### Routing congestion map

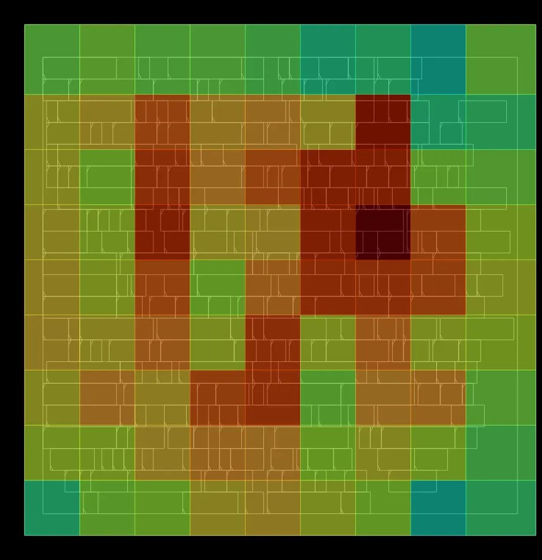
### Selected gate families

Scale: 8 px per um.
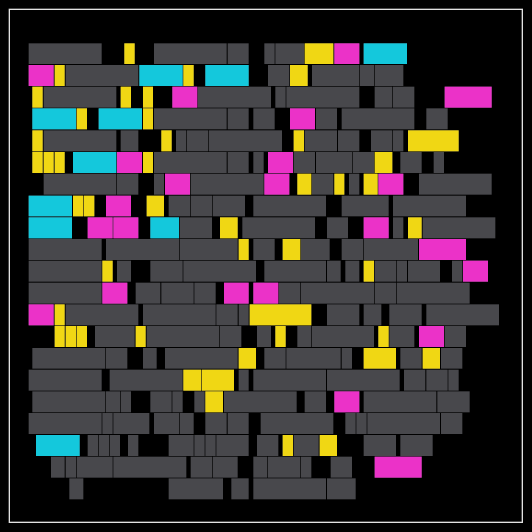
### Signal wires on met1

Scale: 6 px per um. Supply wires on this layer in grey.
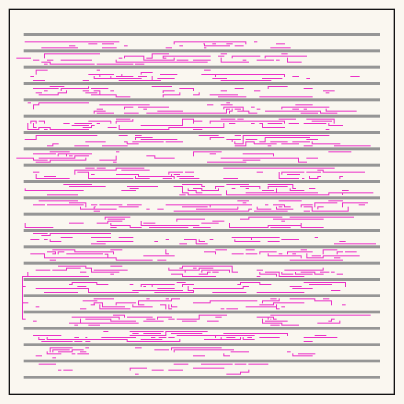
<file path="src/rtl/percept_frame_rx.sv">
// -----------------------------------------------------------------------------
// percept_frame_rx
//
// Serial frame receiver for one perceptron node on a shared serial line.
// Each frame is one low start bit, eight data bits sent MSB first, and one high
// stop bit. Each bit lasts one clock. Bytes are paired into (address, payload)
// transactions. A payload whose address byte matched this node goes into a
// one-entry valid/ready holding register.
//
// Errors are reported on sticky flags:
//   frame_err : a stop bit was sampled low. The byte is discarded.
//   overflow  : a matched payload arrived while the holding register was full.
//               The new payload is dropped.
// A half-finished transaction is abandoned if the payload start bit does not
// arrive within TIMEOUT idle cycles after the address byte completes.
//
// Optional feature:
//   PERCEPT_FRAME_RX_BCAST_EN - when defined, address byte 8'hFF matches every
//   node. When undefined, 8'hFF matches only a node whose address is 8'hFF.
// -----------------------------------------------------------------------------
module percept_frame_rx #(
  parameter logic [15:0] TIMEOUT = 16'd4096
) (
  input  logic       clk,
  input  logic       rst,
  input  logic       serial_in,
  input  logic [7:0] address,
  input  logic       ready,
  input  logic       clr_err,
  output logic [7:0] data_out,
  output logic       valid,
  output logic       frame_err,
  output logic       overflow
);

  // Byte-level receiver states.
  typedef enum logic [1:0] {
    IDLE      = 2'd0,
    SHIFT     = 2'd1,
    STOP      = 2'd2,
    WAIT_HIGH = 2'd3
  } rx_state_t;

  // Which byte of an (address, payload) pair is expected next.
  typedef enum logic {
    PH_ADDR    = 1'b0,
    PH_PAYLOAD = 1'b1
  } phase_t;

  // Registered state and its next-state values.
  rx_state_t   state_q,     state_d;
  logic [2:0]  bit_cnt_q,   bit_cnt_d;
  logic [7:0]  shift_q,     shift_d;
  phase_t      phase_q,     phase_d;
  logic        match_q,     match_d;
  logic [15:0] gap_q,       gap_d;
  logic [7:0]  data_q,      data_d;
  logic        valid_q,     valid_d;
  logic        frame_err_q, frame_err_d;
  logic        overflow_q,  overflow_d;

  // Single-cycle events passed between the combinational blocks.
  logic        byte_done;     // stop bit high: shift_q holds a complete byte
  logic        stop_err;      // stop bit low: byte discarded
  logic        addr_hit;      // completed byte selects this node
  logic        timeout_hit;   // idle too long between address and payload
  logic        deliver;       // matched payload byte has completed
  logic        overflow_ev;   // matched payload dropped because the holding register is full
  logic [15:0] gap_inc;

  // Address comparison. The broadcast address is optional.
`ifdef PERCEPT_FRAME_RX_BCAST_EN
  assign addr_hit = (shift_q == address) || (shift_q == 8'hFF);
`else
  assign addr_hit = (shift_q == address);
`endif

  // Byte FSM: find the start bit, shift in 8 data bits, then check the stop bit.
  // NOTE: every signal driven here gets a default before the case statement.
  // Otherwise a path that skips an assignment would infer a latch.
  always_comb begin
    state_d   = state_q;
    bit_cnt_d = bit_cnt_q;
    shift_d   = shift_q;
    byte_done = 1'b0;
    stop_err  = 1'b0;

    case (state_q)
      IDLE: begin
        if (!serial_in) begin
          state_d   = SHIFT;
          bit_cnt_d = 3'd7;
        end
      end

      SHIFT: begin
        shift_d   = {shift_q[6:0], serial_in};
        bit_cnt_d = bit_cnt_q - 3'd1;
        if (bit_cnt_q == 3'd0) begin
          state_d = STOP;
        end
      end

      STOP: begin
        if (serial_in) begin
          byte_done = 1'b1;
          state_d   = IDLE;
        end else begin
          stop_err  = 1'b1;
          state_d   = WAIT_HIGH;
        end
      end

      WAIT_HIGH: begin
        // A line that stays low must not be read as a fresh start bit.
        if (serial_in) begin
          state_d = IDLE;
        end
      end

      default: begin
        state_d = IDLE;
      end
    endcase
  end

  // Transaction tracking: address/payload pairing, match flag and idle-gap timeout.
  always_comb begin
    phase_d     = phase_q;
    match_d     = match_q;
    gap_d       = gap_q;
    deliver     = 1'b0;
    gap_inc     = gap_q + 16'd1;
    timeout_hit = (state_q == IDLE) && (phase_q == PH_PAYLOAD) && (gap_inc >= TIMEOUT);

    if (timeout_hit) begin
      // A start bit sampled on this edge becomes an address byte.
      phase_d = PH_ADDR;
      match_d = 1'b0;
      gap_d   = gap_inc;
    end else if ((state_q == IDLE) && (phase_q == PH_PAYLOAD)) begin
      gap_d   = gap_inc;
    end

    if (byte_done) begin
      if (phase_q == PH_ADDR) begin
        match_d = addr_hit;
        phase_d = PH_PAYLOAD;
        gap_d   = 16'd0;
      end else begin
        phase_d = PH_ADDR;
        deliver = match_q;
      end
    end

    if (stop_err) begin
      phase_d = PH_ADDR;
    end
  end

  // Holding register handshake and sticky error flags.
  always_comb begin
    data_d      = data_q;
    valid_d     = valid_q;
    overflow_ev = 1'b0;

    if (deliver) begin
      // A slot freed by a handshake on this same edge can take the new byte at once.
      if (!valid_q || ready) begin
        data_d  = shift_q;
        valid_d = 1'b1;
      end else begin
        overflow_ev = 1'b1;
      end
    end else if (valid_q && ready) begin
      valid_d = 1'b0;
    end

    // If clr_err and an error event land on the same edge, the event wins.
    frame_err_d = (frame_err_q && !clr_err) || stop_err;
    overflow_d  = (overflow_q  && !clr_err) || overflow_ev;
  end

  // State register for the whole receiver.
  // NOTE: sequential state uses non-blocking assignments so every register
  // samples pre-edge values no matter how the process bodies are ordered.
  // NOTE: the shift register and bit counter are reset as well, even though
  // their values do not matter in IDLE. This keeps the post-reset state fully
  // defined, and the datapath is small enough for that to be free.
  always_ff @(posedge clk or posedge rst) begin
    if (rst) begin
      state_q     <= IDLE;
      bit_cnt_q   <= 3'd0;
      shift_q     <= 8'h00;
      phase_q     <= PH_ADDR;
      match_q     <= 1'b0;
      gap_q       <= 16'd0;
      data_q      <= 8'h00;
      valid_q     <= 1'b0;
      frame_err_q <= 1'b0;
      overflow_q  <= 1'b0;
    end else begin
      state_q     <= state_d;
      bit_cnt_q   <= bit_cnt_d;
      shift_q     <= shift_d;
      phase_q     <= phase_d;
      match_q     <= match_d;
      gap_q       <= gap_d;
      data_q      <= data_d;
      valid_q     <= valid_d;
      frame_err_q <= frame_err_d;
      overflow_q  <= overflow_d;
    end
  end

  // Every output comes straight from a register. No input reaches an output combinationally.
  assign data_out  = data_q;
  assign valid     = valid_q;
  assign frame_err = frame_err_q;
  assign overflow  = overflow_q;

endmodule

</file>
<file path="config.mk">
export PLATFORM = sky130hd
export DESIGN_NAME = percept_frame_rx
export DESIGN_NICKNAME = d
export VERILOG_FILES = /design/src/rtl/percept_frame_rx.sv
export SDC_FILE = /design/constraint.sdc
export NUM_CORES = 1
export LEC_CHECK = 0
export CORE_MARGIN = 2
export CORE_UTILIZATION = 56
export CTS_CLUSTER_SIZE = 28
export DETAILED_ROUTE_END_ITERATION = 10
export DONT_BUFFER_PORTS = 1
export HOLD_SLACK_MARGIN = 0.12
export PLACE_DENSITY = 0.74
export SYNTH_ARGS = -nofsm -noshare
export SYNTH_HDL_FRONTEND = slang
export SYNTH_SLANG_ARGS = --single-unit
</file>
<file path="constraint.sdc">
create_clock -name clk -period 1.5 [get_ports clk]
set_input_delay 0.3 -clock clk [delete_from_list [all_inputs] [get_ports clk]]
set_output_delay 0.3 -clock clk [all_outputs]
set_load 0.02 [all_outputs]
</file>
==> job_summary.md <==
### Yosys + OpenROAD results

| Metric | Value |
|---|---|
| Outcome | `complete, but fails checks` |
| Failing checks | `setup timing` |
| Yosys Chip Area | `0.002012 sq mm` |
| Internal power | `2.808 mW` |
| Min-delay src | `ready` |
| Unique cell types | `32` |
| Post-DP HPWL | `2916 um` |
| Worst-path fanout max | `6` |
| # hold bufs at CTS | `2` |
| Vias in the first global route | `1729` |
| Post-Syn Instances | `194` |
| Leading area contributor after synthesis | `dfrtp_1` |
| DRT met1 WL | `1965 um` |
| Final Max Tran Viols | `0` |
| Net count entering floorplan | `210` |
| Syn avg cell area | `10.37 sq um` |
| Synth warn | `0` |
| Mapped cell area | `0.002012 sq mm` |
| Total power | `4.754 mW` |
| Clock network power | `0.599 mW` |
| Clock skew | `12.91 ps` |
| Seq pwr share | `0.425` |
| CTS tree | `built` |
| Register bit count reported by yosys | `42` |
| Top cells by area | `dfrtp_1 (52%), nand2_1 (5.8%), xor2_1 (5.7%)` |
| RSZ-0062 raised after global routing | `yes` |
| Worst slew pin tran | `514.9 ps` |
| Core ar. | `0.003390 sq mm` |
| Pre-antenna DRT Iters | `4` |
| Starting density of the core | `0.5936` |
| Worst EP required | `1750 ps` |
| Setup Viol. Count Final | `18` |
| Die Width | `63.94 um` |
| Most frequent cells in the layout | `dfrtp_1 (42), buf_4 (36), nand2_1 (29)` |
| Flip-flop and latch power | `2.02 mW` |
| Die height | `63.94 um` |
| Clock transition at the registers of the reported paths | `120 ps` |
| Antenna violations before repair | `0` |
| Vias/cell | `5.564` |
| Hold Path Cell Cnt | `2` |
| Total CTS buffers | `5` |
| Critical path buffers and inverters | `2` |
| Synth top area share | `0.5224` |
| Top pwr grp | `combinational cells` |
| Post-layout minimum cycle time | `1702 ps` |
| Placed Area | `0.002285 sq mm` |
| Post-route setup slack | `-202.5 ps` |
| P&R area growth vs syn | `34.76%` |
| Reg-to-reg slack, setup | `-200 ps` |
| Global-route wire length before repair | `8093 um` |
| Crit-path max cell delay | `440 ps` |
| Net Sw Power | `1.947 mW` |
| Clock buffer depth | `2` |
| Crit path DAT | `1950 ps` |
| Top layer used by detailed routing | `met4` |
| Reg2reg end | `gap_q[12]$_DFF_PP0_` |
| RR Startpoint | `state_q[0]$_DFFE_PP0P_` |
| # DRC | `0` |
| Post-CTS Setup Bufs | `11` |
| Setup tns final | `-1452 ps` |
| Final worst-path cycle share | `1.135` |
| Final #Nets | `260` |
| Delay-heaviest family, CP | `simple AND/OR/NAND/NOR gates` |
-- 'Routing congestion map' (at the start) --
GRT Overall Usage: 0.2613
Finished Core Util: 0.7999
DR WL/cell: 17.81 um
met3 usage: 0.07746
M2 GR Usage: 0.4648

-- 'Selected gate families' (at the start) --
Key: yellow = nand cells [cells 47, most used nand2_1]; cyan = mux cells [cells 10, most used mux2_4]; magenta = xor and xnor cells [cells 23, most used xor2_1]
fin cells: 291
most common cell after layout, fill and taps aside: dfrtp_1

-- 'Signal wires on met1' (at the start) --
The wires run mostly horizontal. 240 nets have wire on it. The layer holds 38% of the routed length. The layer carries 1970 um of wire. The longest straight run is 18.4 um.
via count: 1619
routed wire length: 5182 um
M1 GR Usage: 0.2979

[flip-flops by register name, indices dropped and copies added (netlist names)]
register   count
gap_q         16
overflow       1
shift_q        8
phase_q        1
data_out       8
valid          1
state_q        2
match_q        1
frame_err      1
bit_cnt_q      3
[cell usage after synthesis]
master and number:
nor3_1 3, nor4_1 3, buf_2 1, clkbuf_1 3
xor2_1 13, inv_1 9, o2bb2ai_1 1, nand4_4 1
nor4_4 1, a21oi_1 7, nor3b_4 2, nor2_1 22
mux2_2 9, o32ai_1 1, dfrtp_1 42, nor3b_1 1
mux2i_1 1, xnor2_1 10, nand3_1 5, ha_1 3
and4_1 2, or3_1 1, nand2b_1 4, nor2b_1 1
nand4_1 6, nand2_1 31, and3_1 1, nor2_2 1
and2b_1 1, a22o_1 2, o21ai_0 5, a21boi_0 1
[cell type report]
| type | count | area, sq um | share of cell area |
|---|---|---|---|
| Timing Repair Buffer | 47 | 400.4 | 0.1477 |
| Sequential cell | 42 | 1051 | 0.3876 |
| Inverter | 9 | 33.78 | 0.01246 |
| Tap cell | 46 | 57.56 | 0.02123 |
| Clock inverter | 2 | 12.51 | 0.004615 |
| Multi-Input combinational cell | 139 | 1105 | 0.4075 |
| Clock buffer | 6 | 51.30 | 0.01892 |
[per-stage QoR]
stage	worst slack [ps]	util	std cells
finish	-202.5	0.7999	291
global route	-281.0	0.7999	291
CTS	-81.10	0.7556	284
detailed placement	-150.8	0.6740	266
global placement	-79.74	0.6740	266
floorplan	-68.53	-	194
[logic make-up after synthesis]
logic type | Yosys count | synth area share
AOI/OAI and AO/OA | 17 | 0.05100
xor gates and xnor gates | 23 | 0.1001
muxes | 10 | 0.05535
DFF | 42 | 0.5224
adders and majority gates | 3 | 0.01866
and+or+nand+nor | 86 | 0.2276
buffers and inverters | 13 | 0.02487
Power and IR drop assume default switching activity.
